<file path="src/rtl/delay_mod_ctrl.sv">
// Sequencer and triangle-LFO delay modulator in front of the delay buffer.
// Ports: clk/rst; sample in (pkt_reg_i, pktChanged_reg_i); modulation
// control (enable_reg_i, rate_reg_i, depth_reg_i, cfgValid_reg_i); buffer
// side (pkt_reg_o, pktChanged_reg_o, extraDelay_reg_o,
// pktDelayedChanged_reg_i); status (busy_reg_o, overrun_reg_o,
// timeout_reg_o). Define DELAY_MOD_SLEW_EN to slew extraDelay_reg_o by at
// most one sample per transaction.
module delay_mod_ctrl #(
  parameter int PKT_WIDTH       = 16,
  parameter int ADDR_WIDTH      = 14,
  parameter int PHASE_WIDTH     = 24,
  parameter int MAX_EXTRA_DELAY = 441,
  parameter int TIMEOUT_CYCLES  = 4096
) (
  input  logic                   clk,
  input  logic                   rst,
  input  logic [PKT_WIDTH-1:0]   pkt_reg_i,
  input  logic                   pktChanged_reg_i,
  input  logic                   enable_reg_i,
  input  logic [PHASE_WIDTH-1:0] rate_reg_i,
  input  logic [ADDR_WIDTH-1:0]  depth_reg_i,
  input  logic                   cfgValid_reg_i,
  output logic [PKT_WIDTH-1:0]   pkt_reg_o,
  output logic                   pktChanged_reg_o,
  output logic [ADDR_WIDTH-1:0]  extraDelay_reg_o,
  input  logic                   pktDelayedChanged_reg_i,
  output logic                   busy_reg_o,
  output logic                   overrun_reg_o,
  output logic                   timeout_reg_o
);

  localparam int PW = PHASE_WIDTH;
  localparam int AW = ADDR_WIDTH;
  localparam int CW = $clog2(TIMEOUT_CYCLES + 1);
  localparam logic [AW-1:0] MAXD = AW'(MAX_EXTRA_DELAY);
  localparam logic [CW-1:0] TLAST = CW'(TIMEOUT_CYCLES - 1);

  typedef enum logic [1:0] {
    IDLE,
    CALC,
    ISSUE,
    WAIT
  } state_t;

  state_t         state;
  logic [PKT_WIDTH-1:0] pkt_q;
  logic [PW-1:0]  phase;
  logic [PW-1:0]  rate;
  logic [AW-1:0]  depth;
  logic [PW-1:0]  pend_rate;
  logic [AW-1:0]  pend_depth;
  logic           pend_valid;
  logic [AW-1:0]  target;
  logic [CW-1:0]  cnt;

  logic [PW-1:0]  rate_eff;
  logic [PW-1:0]  phase_nxt;
  logic [AW-1:0]  pend_clip;
  logic [AW-1:0]  depth_eff;
  logic [PW-2:0]  tri_w;
  logic [9:0]     t10;
  logic [AW+9:0]  prod;
  logic [AW-1:0]  prod_sh;
  logic [AW-1:0]  target_nxt;
  logic [AW-1:0]  delay_nxt;

  always_comb begin
    pend_clip  = (pend_depth > MAXD) ? MAXD : pend_depth;
    rate_eff   = pend_valid ? pend_rate : rate;
    depth_eff  = pend_valid ? pend_clip : depth;
    phase_nxt  = enable_reg_i ? phase + rate_eff : phase;
    // Fold the upper half of the ramp to make a triangle.
    tri_w      = phase_nxt[PW-1] ? ~phase_nxt[PW-2:0]
                                 : phase_nxt[PW-2:0];
    t10        = tri_w[PW-2:PW-11];
    prod       = {{AW{1'b0}}, t10} * {10'd0, depth_eff};
    prod_sh    = prod[AW+9:10];
    target_nxt = '0;
    if (enable_reg_i)
      target_nxt = (prod_sh > MAXD) ? MAXD : prod_sh;
  end

`ifdef DELAY_MOD_SLEW_EN
  always_comb begin
    delay_nxt = extraDelay_reg_o;
    if (target > extraDelay_reg_o)
      delay_nxt = extraDelay_reg_o + AW'(1);
    else if (target < extraDelay_reg_o)
      delay_nxt = extraDelay_reg_o - AW'(1);
  end
`else
  always_comb begin
    delay_nxt = target;
  end
`endif

  always_ff @(posedge clk) begin
    if (rst) begin
      state            <= IDLE;
      pkt_q            <= '0;
      phase            <= '0;
      rate             <= '0;
      depth            <= '0;
      pend_rate        <= '0;
      pend_depth       <= '0;
      pend_valid       <= 1'b0;
      target           <= '0;
      cnt              <= '0;
      pkt_reg_o        <= '0;
      pktChanged_reg_o <= 1'b0;
      extraDelay_reg_o <= '0;
      busy_reg_o       <= 1'b0;
      overrun_reg_o    <= 1'b0;
      timeout_reg_o    <= 1'b0;
    end else begin
      pktChanged_reg_o <= 1'b0;
      if (pktChanged_reg_i && state != IDLE)
        overrun_reg_o <= 1'b1;
      unique case (state)
        IDLE: begin
          if (pktChanged_reg_i) begin
            pkt_q      <= pkt_reg_i;
            busy_reg_o <= 1'b1;
            state      <= CALC;
          end
        end
        CALC: begin
          if (pend_valid) begin
            rate       <= pend_rate;
            depth      <= pend_clip;
            pend_valid <= 1'b0;
          end
          phase  <= phase_nxt;
          target <= target_nxt;
          state  <= ISSUE;
        end
        ISSUE: begin
          pktChanged_reg_o <= 1'b1;
          pkt_reg_o        <= pkt_q;
          extraDelay_reg_o <= delay_nxt;
          cnt              <= '0;
          state            <= WAIT;
        end
        WAIT: begin
          if (pktDelayedChanged_reg_i) begin
            busy_reg_o <= 1'b0;
            state      <= IDLE;
          end else if (cnt == TLAST) begin
            timeout_reg_o <= 1'b1;
            busy_reg_o    <= 1'b0;
            state         <= IDLE;
          end else begin
            cnt <= cnt + CW'(1);
          end
        end
        default: state <= IDLE;
      endcase
      // A strobe landing in CALC stays pending for the next CALC.
      if (cfgValid_reg_i) begin
        pend_rate  <= rate_reg_i;
        pend_depth <= depth_reg_i;
        pend_valid <= 1'b1;
      end
    end
  end

endmodule

</file>
<file path="config.mk">
export PLATFORM = sky130hd
export DESIGN_NAME = delay_mod_ctrl
export DESIGN_NICKNAME = d
export VERILOG_FILES = /design/src/rtl/delay_mod_ctrl.sv
export SDC_FILE = /design/constraint.sdc
export NUM_CORES = 1
export LEC_CHECK = 0
export CELL_PAD_IN_SITES_DETAIL_PLACEMENT = 0
export CELL_PAD_IN_SITES_GLOBAL_PLACEMENT = 1
export CORE_MARGIN = 3
export CORE_UTILIZATION = 43
export CTS_BUF_LIST = sky130_fd_sc_hd__clkbuf_4
export DETAILED_ROUTE_END_ITERATION = 8
export GPL_TIMING_DRIVEN = 1
export HOLD_SLACK_MARGIN = 0.02
export PLACE_DENSITY = 0.86
export REMOVE_ABC_BUFFERS = 1
export SYNTH_ARGS = -nofsm -noshare
export SYNTH_HDL_FRONTEND = slang
export SYNTH_SLANG_ARGS = --single-unit
</file>
<file path="constraint.sdc">
create_clock -name clk -period 9.31 [get_ports clk]
set_input_delay 0.931 -clock clk [delete_from_list [all_inputs] [get_ports clk]]
set_output_delay 0.931 -clock clk [all_outputs]
set_load 0.05 [all_outputs]
</file>
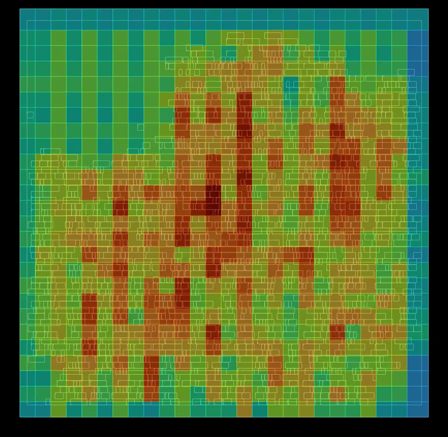
(run_1/final_congestion.png)
Total GRT Usage: 0.198
met3 Track Usage GR: 0.0313
met2 usage in global routing: 0.337
drt wl/cell: 16.0 um

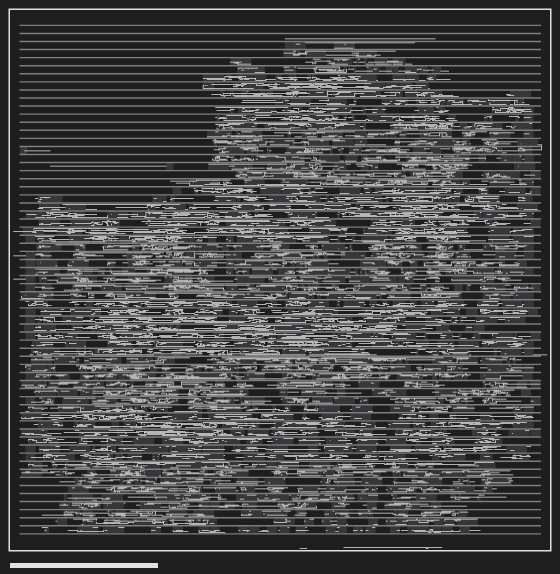
(run_1/met1.png)
Scale bar: 50 um. Supply wires on this layer in grey.
main direction	horizontal
wire length on this layer	15200 um
nets with wire on the layer	1780
vias post-DR: 11.2k
Post-Route WL: 33600 um
GR Layer Usage met1: 0.262

==> results.yml, run 1 <==
# generated from flow reports
placement:
  placed_cells: 2053
  placed_area_um2: 15100
power_and_ir_drop:
  cellPowerDensity_nw_per_um2: 177
timing:
  tightest_slew_ns: 1.13
  timing.final.max_slew_violations: 0
  relSlewSlack: 0.249
  skew_ns: 0.0286
  max_freq_mhz: 112
synth:
  ys_cells: 1560
  synthCells: 1560
  top_cell: "nor2_1"
  synth_flops: 180
  synth.avg_cell_area_um2: 8.54
  ys_types: 82
  edf_count: 0
  ys_sh_adder: 0.221
  synth_top_cell_by_area: "dfxtp_1"
floorplan:
  die_h_um: 182
cts:
  cts_tree: "done"
  hold_buffers: 0
  clockBufferDepth: 2
finish:
  comb_area_um2: 9640
  final-seq-area_um2: 3610
  drive_above_1_share: 0.166
flow_run:
  warnings: 28
  drv_cap: 0
run_status:
  status: "finished, final reports clean"
critical_path:
  r2r_start: "pend_valid"
  worst_setup_path_start_kind: "flop"
drt:
  ant_nets: 0
grt:
  grt_pass1_vias: 10900
  grt_pass1_wl_um: 54400
  grt_max_degree: 60
  grt_antenna_before_repair: 1
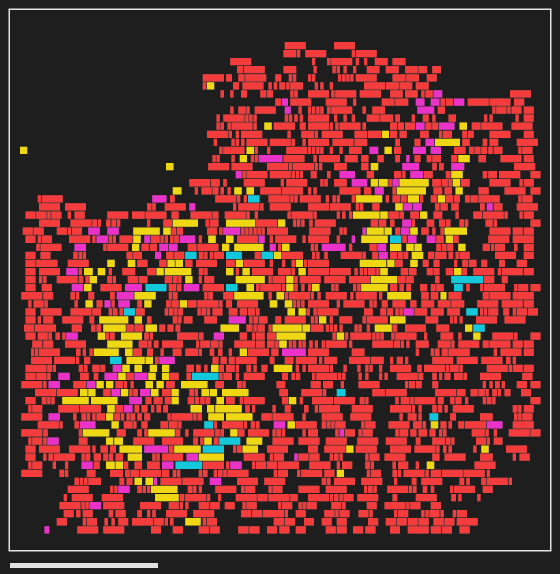
(run_1/drive_strength.png)
Scale bar: 50 um.
size	colour	cells	share	most used
drive 6 and up	cyan	20	1.2%	buf_6
drive 1 or less	red	1427	83%	nand2_1
drive 3 to 4	yellow	176	10%	buf_4
drive 2	magenta	89	5.2%	mux2_2
cell area after layout: 16300 um^2
P&R area growth vs syn: 22.5%
fin worst setup slack: 0.361 ns
Non-clock buffers: 198

==> run 1: path summary, 6_finish.rpt <==
| check | cells past startpoint | to |
|---|---|---|
| worst max-delay path | 42 | delay_nxt[0] |
| worst min-delay path | 2 | cnt[12] |
| worst max register to register | 42 | delay_nxt[0] |
| worst min register to register | 2 | cnt[12] |
==> run 1: sequential cells by signal, indices dropped and copies added, names as in the netlist, 11 cells and up, named ones only <==
name and count:
cnt 13, delay_nxt 14, depth 14, extraDelay_reg_o 14
pend_depth 14, pend_rate 24, phase 11, pkt_q 16
pkt_reg_o 16, rate 24
==> run 1: where the power goes <==
part	leakage (nW)	switching, mW	internal (mW)
sequential	1.47	0.0542	0.852
combinational	5.62	0.897	0.642
clock	0.145	0.303	0.140
total	7.23	1.25	1.63
==> run 1: cells by family (layout without fill, tap and decap cells) <==
kind of cell,count (synthesis),count (layout)
compound gates,269,269
xor+xnor,47,47
fa+ha+maj,179,179
buf+inv,207,359
flops,180,180
mux,110,110
other cells,0,1
simple gates,568,568
==> run 1: layout make-up <==
cell class	instances	share of cell area
multi-input combinational	1173	0.591
sequential	180	0.221
timing repair buffer	198	0.111
inverter	130	0.0301
tap	390	0.0299
clock inverter	14	0.00890
clock buffer	17	0.00782
antenna	1	0.000153
==> run 1: worst max-delay path, delay by kind of cell (launching register included) <==
family / cells / cell delay [ns]
xor gates and xnor gates: 1 / 0.13
muxes: 1 / 0.21
buffers and inverters: 7 / 0.74
adders and majority gates: 8 / 3.29
DFF: 1 / 0.42
AOI/OAI and AO/OA: 20 / 3.41
and+or+nand+nor: 5 / 0.63
==> run 1: per-layer routing <==
layer,up-vias,routed length [um],GRT usage
li1,5511,-,-
met1,5416,15200,0.262
met2,222,16500,0.337
met3,45,1330,0.0313
met4,0,624,0.0524
met5,-,0,0
==> inputs of run 2 (changes only) <==
- GPL_ROUTABILITY_DRIVEN: not set -> 0
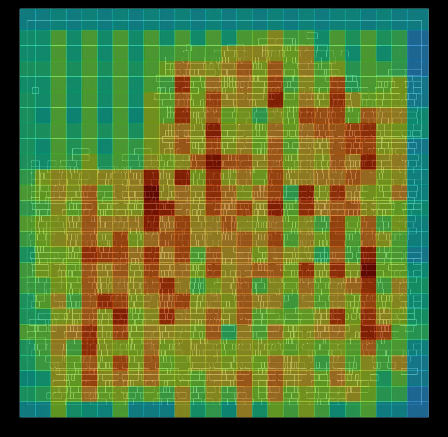
(run_2/final_congestion.png)
Final Util: 0.545
Total GRT Usage: 0.201

==> results.yml, run 2 <==
# generated from flow reports
synth:
  synth_top_cell_by_area: "dfxtp_1"
  ys_types: 82
  ys_cells: 1560
  synthCells: 1560
  edf_count: 0
  synth.avg_cell_area_um2: 8.54
  synth_flops: 180
finish:
  final_cell_area_um2: 16400
  drive_above_1_share: 0.179
  comb_area_um2: 9640
  reg.largest.list: "pend_rate (24), rate (24)"
  syn_to_final_growth_pct: 23.2
grt:
  grt_antenna_before_repair: 1
  grt_pass1_vias: 11100
  grt_max_degree: 90
  grt_pass1_wl_um: 55200
timing:
  tightest_slew_ns: 1.33
  setup_ws_ns: 0.298
  relSlewSlack: 0.114
  max_freq_mhz: 111
power_and_ir_drop:
  switching_share: 0.419
  sequentialPowerShare: 0.306
  pwr-share-comb: 0.534
  p_int_mw: 1.73
  pwr-share-clk: 0.160
  switchingPower_mw: 1.24
  cellPowerDensity_nw_per_um2: 181
cts:
  hold_buffers: 0
  clockBufferDepth: 2
  cts_tree: "done"
critical_path:
  crit_buf_inv: 6
  critPathTopFamily: "adder cells"
  worst_setup_path_start_kind: "flop"
placement:
  placed_cells: 2053
  placed_area_um2: 15100
run_status:
  status: "finished, final reports clean"
drt:
  routedWlPerCell_um: 16.2
  wirelength_um: 34200
  ant_nets: 0
floorplan:
  die_h_um: 182
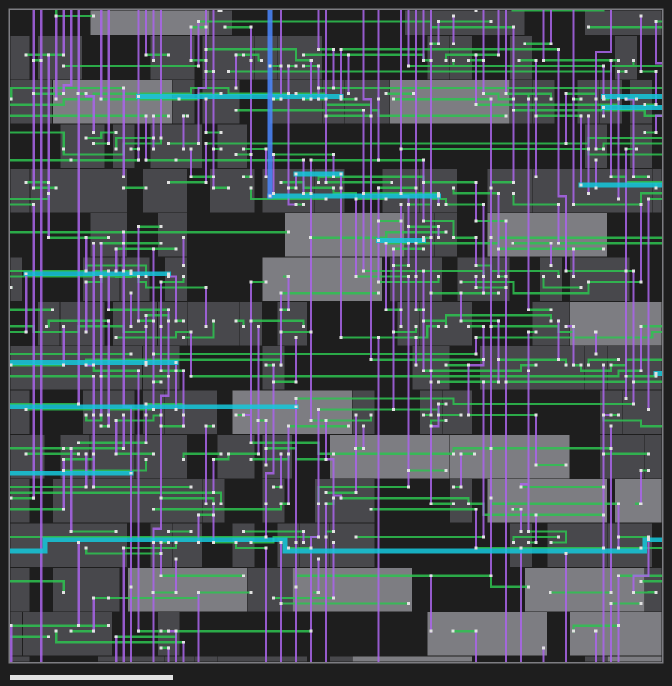
(run_2/zoom.png)
Scale bar: 10 um. Region (71, 35) to (111, 75) um. Cells in grey, sequential cells in the stronger grey; small squares are vias.
layer	colour
met1	green
met2	purple
met4	blue
met3	cyan
cells with their middle in the window	116
netlist names of flops here include	depth (7), pend_depth (2), pkt_reg_o (2)
sequential cells in the window	16
most frequent	nor2_1 (19), dfxtp_1 (16)

==> run 2: final timing paths <==
check,startpoint,to,depth (start not counted)
max,pend_valid,delay_nxt[2],39
min,cnt[12],cnt[12],2
max reg2reg,pend_valid,delay_nxt[2],39
min reg2reg,cnt[12],cnt[12],2
==> run 2: power by group through the flow <==
stage          Clock, mW  Combinational, mW  Sequential (mW)
4_1_cts            0.492               1.39            0.904
3_3_place_gp           0               1.34            0.917
5_1_grt            0.517               1.75            0.917
3_5_place_dp           0               1.38            0.920
6_report           0.476               1.58            0.908
2_1_floorplan          0              0.880            0.941
==> run 2: repair_timing <==
item | CTS | global route
setup endpoints to repair | 9 | 9
cloned | 0 | 2
setup buffers | 1 | 26
pin swaps | 1 | 75
resized | 14 | 139
==> run 2: layout make-up <==
type,instances,share of cell area
multi-input cells,1173,0.588
flip-flops and latches,180,0.220
repair buffers,208,0.114
inverters,130,0.0299
well taps,390,0.0298
clock inverters,12,0.00939
clock buffers,20,0.00916
diodes,1,0.000153
==> run 2: cells by family (layout without fill, tap and decap cells) <==
kind of cell / after synthesis / in the layout / share of synthesized area
DFF: 180 / 180 / 0.271
other: 0 / 1 / 0
xor gates and xnor gates: 47 / 47 / 0.0309
and+or+nand+nor: 568 / 568 / 0.193
muxes: 110 / 110 / 0.0863
AOI/OAI and AO/OA: 269 / 269 / 0.138
adders and majority gates: 179 / 179 / 0.221
buffers and inverters: 207 / 370 / 0.0598
==> run 2: routing by layer <==
metal	share of wire	vias up	wire length (um)	track usage
met5	0	-	0	0
met4	0.014	0	472	0.0384
met3	0.041	31	1420	0.0319
met2	0.50	251	17000	0.351
met1	0.45	5501	15300	0.265
li1	-	5540	-	-
==> run 2: worst min-delay path: stages (launching register included) <==
cell and delay [ns]:
dfxtp_1 0.34, inv_1 0.05, a311oi_1 0.04
Power figures rest on the tool's default switching activity, not on a simulated workload.
